**src/rtl/cpu_pkg.sv**
```systemverilog
// rtl/cpu_pkg.sv - shared widths, MUL/DIV op encodings and execute-unit state type
package cpu_pkg;

  localparam int CPU_WIDTH      = 16;
  localparam int CPU_REG_ADDR_W = 3;

  typedef enum logic [1:0] {
    MD_MUL   = 2'b00,
    MD_MULHU = 2'b01,
    MD_DIVU  = 2'b10,
    MD_REMU  = 2'b11
  } md_op_t;

  typedef enum logic [1:0] {
    IDLE = 2'b00,
    RUN  = 2'b01,
    DONE = 2'b10
  } md_state_t;

endpackage

```
**src/rtl/mul_div_unit_if.sv**
```systemverilog
// rtl/mul_div_unit_if.sv - issue-side operands and register-file write port of the MUL/DIV unit
interface mul_div_unit_if #(
  parameter int WIDTH      = cpu_pkg::CPU_WIDTH,
  parameter int REG_ADDR_W = cpu_pkg::CPU_REG_ADDR_W
);
  logic                  start;
  logic                  abort;
  logic [1:0]            op;
  logic [WIDTH-1:0]      REG_DATA1;
  logic [WIDTH-1:0]      REG_DATA2;
  logic [REG_ADDR_W-1:0] TGT_in;
  logic                  busy;
  logic [REG_ADDR_W-1:0] TGT;
  logic [WIDTH-1:0]      RF_write_data;
  logic                  write_en_reg;

  modport master (
    output start, abort, op, REG_DATA1, REG_DATA2, TGT_in,
    input  busy, TGT, RF_write_data, write_en_reg
  );

  modport slave (
    input  start, abort, op, REG_DATA1, REG_DATA2, TGT_in,
    output busy, TGT, RF_write_data, write_en_reg
  );
endinterface

```
**src/rtl/md_datapath.sv**
```systemverilog
// rtl/md_datapath.sv - one-bit-per-step shift-add multiplier / restoring divider
module md_datapath
  import cpu_pkg::*;
#(
  parameter int WIDTH = CPU_WIDTH
) (
  input  logic             clk,
  input  logic             rst_n,
  input  logic             load,
  input  logic             step,
  input  logic             is_div,
  input  logic [WIDTH-1:0] a_in,
  input  logic [WIDTH-1:0] b_in,
  output logic [WIDTH-1:0] hi_next,
  output logic [WIDTH-1:0] lo_next
);

  // hi: product upper half / partial remainder; lo: multiplier / quotient
  logic [WIDTH:0]   hi;
  logic [WIDTH-1:0] lo;
  logic [WIDTH-1:0] b_q;
  logic             div_q;

  logic [WIDTH:0]   hi_n;
  logic [WIDTH-1:0] lo_n;
  logic [WIDTH:0]   mul_sum;
  logic [WIDTH+1:0] div_shift;
  logic [WIDTH+1:0] div_diff;

  always_comb begin
    mul_sum   = {1'b0, hi[WIDTH-1:0]} + (lo[0] ? {1'b0, b_q} : '0);
    div_shift = {hi, lo[WIDTH-1]};
    div_diff  = div_shift - {2'b00, b_q};
    hi_n      = '0;
    lo_n      = '0;
    if (div_q) begin
      if (!div_diff[WIDTH+1]) begin
        hi_n = div_diff[WIDTH:0];
        lo_n = {lo[WIDTH-2:0], 1'b1};
      end else begin
        hi_n = div_shift[WIDTH:0];
        lo_n = {lo[WIDTH-2:0], 1'b0};
      end
    end else begin
      hi_n = {1'b0, mul_sum[WIDTH:1]};
      lo_n = {mul_sum[0], lo[WIDTH-1:1]};
    end
  end

  assign hi_next = hi_n[WIDTH-1:0];
  assign lo_next = lo_n;

  always_ff @(posedge clk or negedge rst_n) begin
    if (!rst_n) begin
      hi    <= '0;
      lo    <= '0;
      b_q   <= '0;
      div_q <= 1'b0;
    end else if (load) begin
      hi    <= '0;
      div_q <= is_div;
      lo    <= is_div ? a_in : b_in;
      b_q   <= is_div ? b_in : a_in;
    end else if (step) begin
      hi <= hi_n;
      lo <= lo_n;
    end
  end

endmodule

```
**src/rtl/mul_div_unit.sv**
```systemverilog
// rtl/mul_div_unit.sv - multi-cycle MUL/MULHU/DIVU/REMU execute unit driving the register-file write port
module mul_div_unit
  import cpu_pkg::*;
#(
  parameter int WIDTH      = CPU_WIDTH,
  parameter int REG_ADDR_W = CPU_REG_ADDR_W
) (
  input logic           clk,
  input logic           rst_n,
  mul_div_unit_if.slave bus
);

  localparam int CNT_W = $clog2(WIDTH + 1);

  md_state_t             state;
  md_state_t             state_next;
  logic [CNT_W-1:0]      count;
  md_op_t                op_q;
  logic [REG_ADDR_W-1:0] tgt_q;

  logic                  accept;
  logic                  div_zero;
  logic                  last_step;
  logic [WIDTH-1:0]      hi_next;
  logic [WIDTH-1:0]      lo_next;
  logic [WIDTH-1:0]      result_run;
  logic [WIDTH-1:0]      result_dz;

  // abort outranks a simultaneous start in IDLE
  assign accept    = (state == IDLE) && bus.start && !bus.abort;
  assign div_zero  = bus.op[1] && (bus.REG_DATA2 == '0);
  assign last_step = (state == RUN) && !bus.abort && (count == CNT_W'(1));

  // MULHU and REMU take the upper register, MUL and DIVU the lower
  assign result_run = op_q[0] ? hi_next : lo_next;
  assign result_dz  = (md_op_t'(bus.op) == MD_DIVU) ? '1 : bus.REG_DATA1;

  md_datapath #(.WIDTH(WIDTH)) u_datapath (
    .clk     (clk),
    .rst_n   (rst_n),
    .load    (accept && !div_zero),
    .step    ((state == RUN) && !bus.abort),
    .is_div  (bus.op[1]),
    .a_in    (bus.REG_DATA1),
    .b_in    (bus.REG_DATA2),
    .hi_next (hi_next),
    .lo_next (lo_next)
  );

  always_ff @(posedge clk or negedge rst_n) begin
    if (!rst_n) state <= IDLE;
    else        state <= state_next;
  end

  always_comb begin
    state_next = state;
    case (state)
      IDLE: if (accept) state_next = div_zero ? DONE : RUN;
      RUN: begin
        if (bus.abort)                  state_next = IDLE;
        else if (count == CNT_W'(1))    state_next = DONE;
      end
      DONE:    state_next = IDLE;
      default: state_next = IDLE;
    endcase
  end

  always_comb begin
    bus.busy         = (state != IDLE);
    bus.write_en_reg = (state == DONE) && !bus.abort;
  end

  always_ff @(posedge clk or negedge rst_n) begin
    if (!rst_n) begin
      count <= '0;
      op_q  <= MD_MUL;
      tgt_q <= '0;
    end else if (accept) begin
      count <= CNT_W'(WIDTH);
      op_q  <= md_op_t'(bus.op);
      tgt_q <= bus.TGT_in;
    end else if (state == RUN) begin
      count <= bus.abort ? '0 : count - CNT_W'(1);
    end
  end

  // write-port registers only change on entry to DONE, so they hold otherwise
  always_ff @(posedge clk or negedge rst_n) begin
    if (!rst_n) begin
      bus.TGT           <= '0;
      bus.RF_write_data <= '0;
    end else if (accept && div_zero) begin
      bus.TGT           <= bus.TGT_in;
      bus.RF_write_data <= result_dz;
    end else if (last_step) begin
      bus.TGT           <= tgt_q;
      bus.RF_write_data <= result_run;
    end
  end

endmodule

```
**src/flat_wrapper.sv**
```systemverilog
// flat-port wrapper written by rule: the top's interface ports become plain ports
module mul_div_unit_flat import cpu_pkg::*;
#(
  parameter int WIDTH      = CPU_WIDTH,
  parameter int REG_ADDR_W = CPU_REG_ADDR_W
)
  (clk, rst_n, bus_start, bus_abort, bus_op, bus_REG_DATA1, bus_REG_DATA2, bus_TGT_in, bus_busy, bus_TGT, bus_RF_write_data, bus_write_en_reg);
  mul_div_unit_if #(.WIDTH(WIDTH), .REG_ADDR_W(REG_ADDR_W)) bus_i ();
  input logic clk;
  input logic rst_n;
  input wire logic [$bits(bus_i.start)-1:0] bus_start;
  input wire logic [$bits(bus_i.abort)-1:0] bus_abort;
  input wire logic [$bits(bus_i.op)-1:0] bus_op;
  input wire logic [$bits(bus_i.REG_DATA1)-1:0] bus_REG_DATA1;
  input wire logic [$bits(bus_i.REG_DATA2)-1:0] bus_REG_DATA2;
  input wire logic [$bits(bus_i.TGT_in)-1:0] bus_TGT_in;
  output wire logic [$bits(bus_i.busy)-1:0] bus_busy;
  output wire logic [$bits(bus_i.TGT)-1:0] bus_TGT;
  output wire logic [$bits(bus_i.RF_write_data)-1:0] bus_RF_write_data;
  output wire logic [$bits(bus_i.write_en_reg)-1:0] bus_write_en_reg;
  assign bus_i.start = bus_start;
  assign bus_i.abort = bus_abort;
  assign bus_i.op = bus_op;
  assign bus_i.REG_DATA1 = bus_REG_DATA1;
  assign bus_i.REG_DATA2 = bus_REG_DATA2;
  assign bus_i.TGT_in = bus_TGT_in;
  assign bus_busy = bus_i.busy;
  assign bus_TGT = bus_i.TGT;
  assign bus_RF_write_data = bus_i.RF_write_data;
  assign bus_write_en_reg = bus_i.write_en_reg;
  mul_div_unit #(.WIDTH(WIDTH), .REG_ADDR_W(REG_ADDR_W)) u_core (.clk(clk), .rst_n(rst_n), .bus(bus_i));
endmodule
```
**config.mk**
```make
export PLATFORM = sky130hd
export DESIGN_NAME = mul_div_unit_flat
export DESIGN_NICKNAME = d
export VERILOG_FILES = /design/src/rtl/cpu_pkg.sv /design/src/rtl/mul_div_unit_if.sv /design/src/rtl/md_datapath.sv /design/src/rtl/mul_div_unit.sv /design/src/flat_wrapper.sv
export SDC_FILE = /design/constraint.sdc
export NUM_CORES = 1
export LEC_CHECK = 0
export CAP_MARGIN = 20
export CORE_ASPECT_RATIO = 0.8
export CORE_MARGIN = 2
export CORE_UTILIZATION = 30
export DETAILED_ROUTE_END_ITERATION = 10
export PLACE_DENSITY = 0.58
export SETUP_SLACK_MARGIN = 0.5
export SYNTH_ARGS = -nofsm -noshare
export SYNTH_HDL_FRONTEND = slang
export SYNTH_SLANG_ARGS = --single-unit
```
**constraint.sdc**
```tcl
create_clock -name clk -period 2.5 [get_ports clk]
set_input_delay 0.375 -clock clk [delete_from_list [all_inputs] [get_ports clk]]
set_output_delay 0.375 -clock clk [all_outputs]
set_load 0.1 [all_outputs]
```
Fig. 1: where the registers sit
Drawn at 3 px/µm. Other sequential cells in the stronger grey, the rest of the logic in the fainter grey.
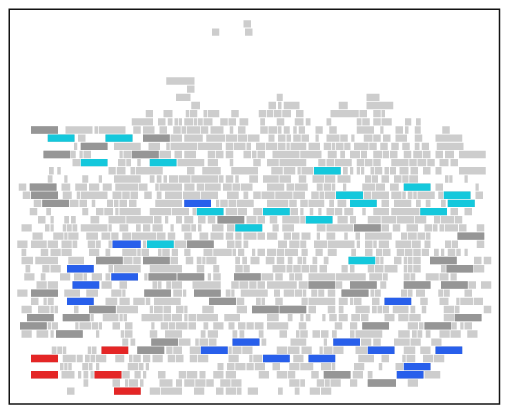
legend:
  blue:
    netlist_name: `u_core.u_datapath.lo`
    sequential_cells: 16
  red:
    netlist_name: `u_core.count`
    sequential_cells: 5
    where: south-west
  cyan:
    netlist_name: `u_core.u_datapath.hi`
    sequential_cells: 17
not coloured: 42

Fig. 2: selected gate families
Drawn at 1.5 px/µm.
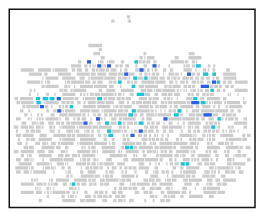
legend:
  cyan:
    family: non-inverting ao/oa cells
    cells: 35
    most_used: a21o_1
  blue:
    family: xor and xnor cells
    cells: 19
logic share of the area: 0.4858
top logic cell by instance count in the layout: buf_4

Fig. 3: layout detail
Region (110, 86) to (135, 111) µm. Cells in grey, sequential cells in the stronger grey; small squares are vias.
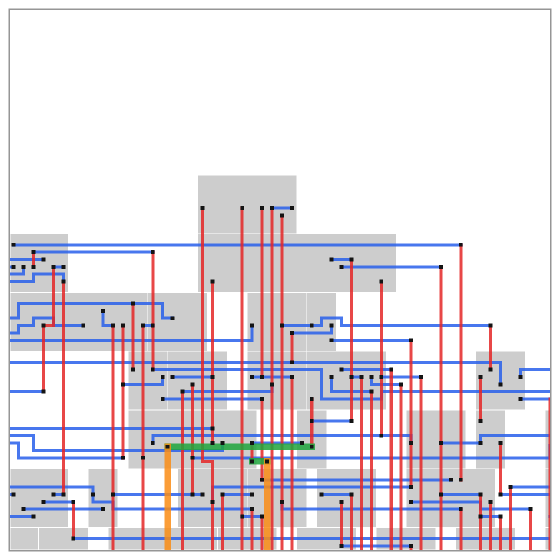
legend:
  blue:
    layer: M1
  orange:
    layer: M4
  red:
    layer: M2
  green:
    layer: M3
most frequent: buf_4 (7), nand2_1 (2)
sequential cells in the window: 0
cells with their middle in the window: 22

==> Changelog: implementation <==
## Implementation

* Status: complete, but fails checks
* Violated checks: setup timing
* OpenROAD warning count at 30
* CP Launch Type: flip-flop
* Post-synth top area cell: dfrtp_1
* Clock slew seen by the registers of the worst setup and hold paths at 0.07 ns
* Mapped Area at 0.006060 mm²
* CP startpoint: u_core.u_datapath.b_q[0]$_DFFE_PN0P_
* Final setup vio count at 34
* Critical path class: reg2reg
* Hold/Removal Path Class: in2async
* Initial antenna violation count at 1
* Adder share at 0.07681
* Longest Clk Path Bufs at 2
* Wire length on met2 at 10.96 mm
* Top non-seq family: AND-OR/OR-AND gates
* Nets@finish at 1,030
* Largest net degree at the start of global routing at 44
* Routed WL at 23.86 mm
* Std-Cell Rows at 46
* Largest Pwr Group: combinational logic
* I/O pins at 62
* Final Cell Area at 0.009884 mm²
* Initial drt markers at 445
* Fp util at 0.3061
* Post-CTS Hold Buffers at 0
* Post-route worst setup slack at -0.2726 ns
* Via count at 6,650
* Slew Viols, Final at 0
## area by class of cell
cell class              instances  area (µm²)
fillers                      1843        9915
multi-input cells             565        4802
repair buffers                268        2322
flip-flops and latches         80        2006
well taps                     264       330.3
clock buffers                  11       252.7
inverters                      29       108.9
clock inverters                 5       62.56
## critical path, cell delays in order (launching register included)
cell and delay [ns]:
dfrtp_1 0.41, buf_6 0.13, and2_4 0.15, ha_4 0.17, buf_6 0.12, a211oi_4 0.20, o211ai_1 0.12, buf_4 0.16
buf_6 0.11, a211oi_2 0.23, buf_4 0.18, a21oi_4 0.07, buf_6 0.14, xnor2_2 0.15, nand2_2 0.09, o311ai_4 0.10
o21ai_1 0.12
## routing by layer
layer	track usage	up-vias
li1	-	3137
met1	0.3181	3277
met2	0.3232	205
met3	0.03283	31
met4	0.05162	0
met5	0	-
No activity file was given, so power comes from the tool's default toggle rates.
